Design sdspi_cmd_sequencer_flat, sky130hd; sources not shown.
Figure 1. Cell classes on the final placement (run 1).
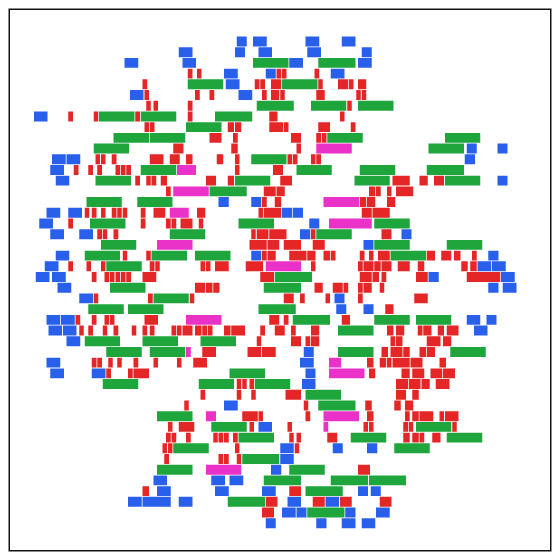
Magenta shows clock drivers and dummy loads, cells 16. Green shows flip-flops, cells 83. Red shows all other logic, cells 322. Blue shows other buffers and delay cells, cells 101.
flop share of the area: 0.389
row count: 46
end-of-flow core utilization: 0.339
fin area: 0.00539 mm^2

Figure 2. Clock network drawn from the DEF (run 1).
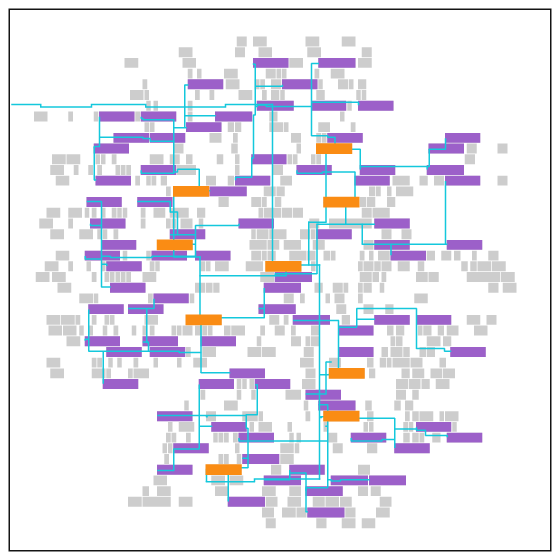
Orange shows cells driving clock nets, count 9. Purple shows flip-flops, count 83. Cyan shows clock wires, length 1,220 um.
There are 10 routed clock nets.
clk_lat worst skew: 0.34 ns
Power Clock: 0.00136 W
Clock power frac: 0.192

Figure 3. The clock network (run 1).
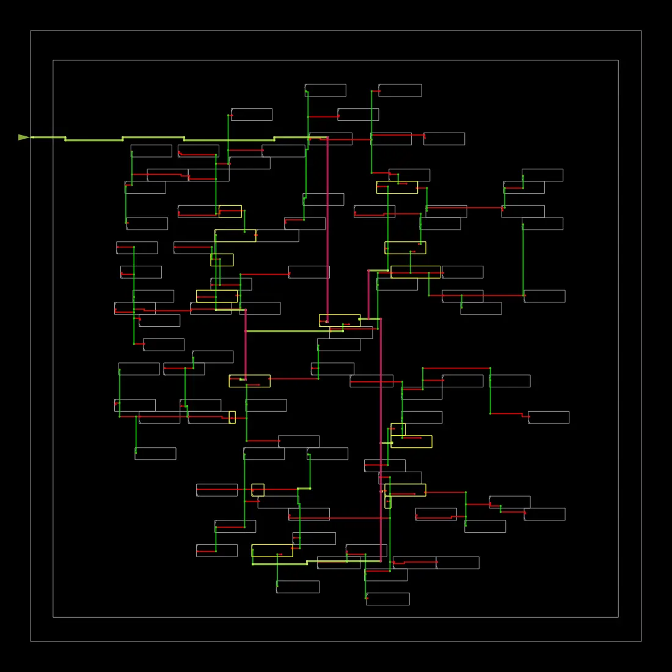
clk sinks: 83
clk_buf instances: 11
Num CTS Buffers: 9
Final Skew: 0.00646 ns

Figure 4. Drive-strength map (run 1).
Bar = 50 um.
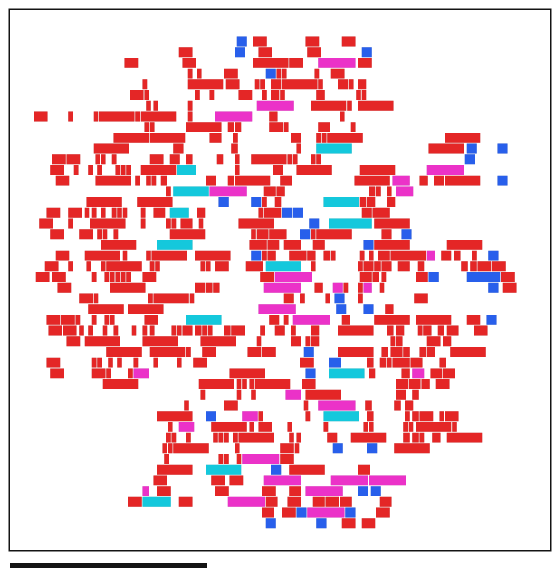
Magenta shows drive 2, cells 28, most used dfstp_2. Red shows drive 1 or less, cells 443, most used nand2_1. Cyan shows drive 6 and up, cells 13, most used clkbuf_16. Blue shows drive 3 to 4, cells 38, most used buf_4.
number of non-clock buffers: 101
PnR worst setup slack: 0.593 ns
Area Overhead vs Synth: 33.3%

==> flow_metrics.tcl <==
# place-and-route summary
set metrics [dict create \
    clkTransAtPathRegs_ns 0.06 \
    io_pins 88 \
    leakagePower_nw 2.48 \
    hold_viol_final 0 \
    fp_util 0.255 \
    grt_usage 0.126 \
    ff2ff_path_depth 6 \
    worstMarginPinSlew_ns 0.578 \
    ys_seq_share 0.519 \
    fin_crit_ns 1.91 \
    fa_ha_area_frac 0.0247 \
    ant_nets 0 \
    wl_um 11200 \
    rsz0062_at_grt "false" \
    coreArea_mm2 0.0159 \
    worst-path-max-fanout 6 \
    wl_met3_um 427 \
    diodes 0 \
    ctsHoldBuffers 0 \
    seq_area_mm2 0.00210 \
    ys_cells 433 \
    relSlewSlack 0.613 \
    setup_viol 0 \
    drive_gt1_frac 0.151 \
    status "completed" \
    die_h_um 137 \
    drt_first_iter_violations 183 \
    h-tree-depth 3 \
    arrival_ns 2.15 \
    edf_count 0 \
    grt_use_met2 0.201 \
    start_kind "register" \
    clockBufferDepth 2 \
    globalplace.congestion 0.780 \
    simple_gate_area_frac 0.228 \
    mux_area_frac 0.0210 \
    syn_area_mm2 0.00405 \
    cts_resized 0 \
    ir_worst_vdd_mv 0.425 \
    grt_pass1_wl_um 18500 \
    dpl_cell_area_mm2 0.00508 \
    largest_reg_flops 32 \
    cts_tree "yes" \
    postSynth.asyncResetShare 1.00 \
    first_global_vias 3626 \
    fmax_ghz 0.524 \
    hold_path.class "in -> async" \
    wl_met1_um 5360 \
    vias_per_cell 4.63 \
    cp_data_required_time_ns 2.74 \
    xor_share 0 \
    synth.logic.top_family "simple AND/OR/NAND/NOR gates" \
    synth.distinct_cells 55 \
    top_usage_layer "met2" \
    io_buffers 87 \
    hold_slack_ns 0.325 \
    powerDensity_mw_per_mm2 1310 \
    cts_root_buf "clkbuf_16" \
    grt_max_degree 84 \
    drc 0 \
    dpl.hpwl_um 7880 \
    syn_avg_cell_area_um2 9.34 \
    grt_overflow 0 \
    yosys_area_mm2 0.00405 \
    post-route-period-util 0.763 \
    nets 591 \
    r2r_setup_slack_ns 0.59 \
    fill_cells 1693 \
    vias 3415 \
    maxSlewViolCount 0 \
    max-cap-violations 0 \
    synthCells 433 \
    yosys_warnings 0 \
    final.setup.tns_ns 0 \
    crit_type "reg -> reg" \
    post_cts_buffers 0 \
    routedWlPerCell_um 15.2 \
    end_kind "register" \
    wl_met2_um 5240 \
    grt_antenna_before_repair 0 \
    pre_cts_ws_ns 0.484 \
    die_w_um 137 \
    grt_use_met1 0.169 \
    ys.flop_type "dfrtp_1" \
    synthAoiAreaFrac 0.156 \
    comb_area_mm2 0.00174 \
    route.top_layer_used "met4" \
    met3_usage 0.0274 \
    drtPass1Iterations 4 \
    tool_warnings 29 \
    ys.flops 83 \
    chip_area_mm2 0.0188 \
]
run 1: metrics by stage:
stage	total power (W)	utilization	cells
6_report	0.00709	0.339	738
5_1_grt	0.00757	0.339	738
4_1_cts	0.00718	0.339	738
3_5_place_dp	0.00578	0.320	722
3_3_place_gp	0.00575	0.320	722
2_1_floorplan	0.00483	-	405
run 1: power breakdown:
part / internal [W] / total, W / leakage [nW] / switching (W)
registers: 0.00197 / 0.00239 / 1.03 / 0.000420
clock network: 0.000823 / 0.00136 / 0.154 / 0.000537
logic: 0.00105 / 0.00333 / 1.30 / 0.00229
total: 0.00385 / 0.00709 / 2.48 / 0.00324
run 1: critical path: stages (launching register included):
cell and delay, ns:
dfrtp_1 0.42, ha_1 0.22, ha_1 0.22, nor3_1 0.31
a211o_1 0.32, nor3_1 0.11, a211oi_1 0.21
run 1: cell type report:
| class | instances | share of cell area |
|---|---|---|
| Clock inverter | 5 | 0.00998 |
| Sequential cell | 83 | 0.389 |
| Multi-Input combinational cell | 311 | 0.323 |
| Clock buffer | 11 | 0.0469 |
| Inverter | 11 | 0.00789 |
| Tap cell | 216 | 0.0501 |
| Timing Repair Buffer | 101 | 0.173 |
run 1: synth_stat cells, drive strengths merged, types with 5 or more instances:
master  instances  area share
nand2         152        0.14
dfrtp          66        0.41
buf            19       0.033
dfstp          17        0.11
nor2           15       0.014
o21ai          15       0.019
a21oi          10       0.012
inv            10      0.0093
a211oi          9       0.017
clkbuf          9      0.0084
ha              8       0.025
nor3            8      0.0099
o22a            7       0.015
o22ai           7       0.011
a22o            5       0.011
nand3           5      0.0062
run 1: placed cells by master, fill, tap and decap left out, types with 10 or more instances in the layout:
cell type	instances
nor2_1	15
buf_4	35
inv_1	11
o21ai_0	14
clkdlybuf4s50_1	65
a21oi_1	10
dfrtp_1	66
nand2_1	151
dfstp_2	17
No activity file was given, so power comes from the tool's default toggle rates.
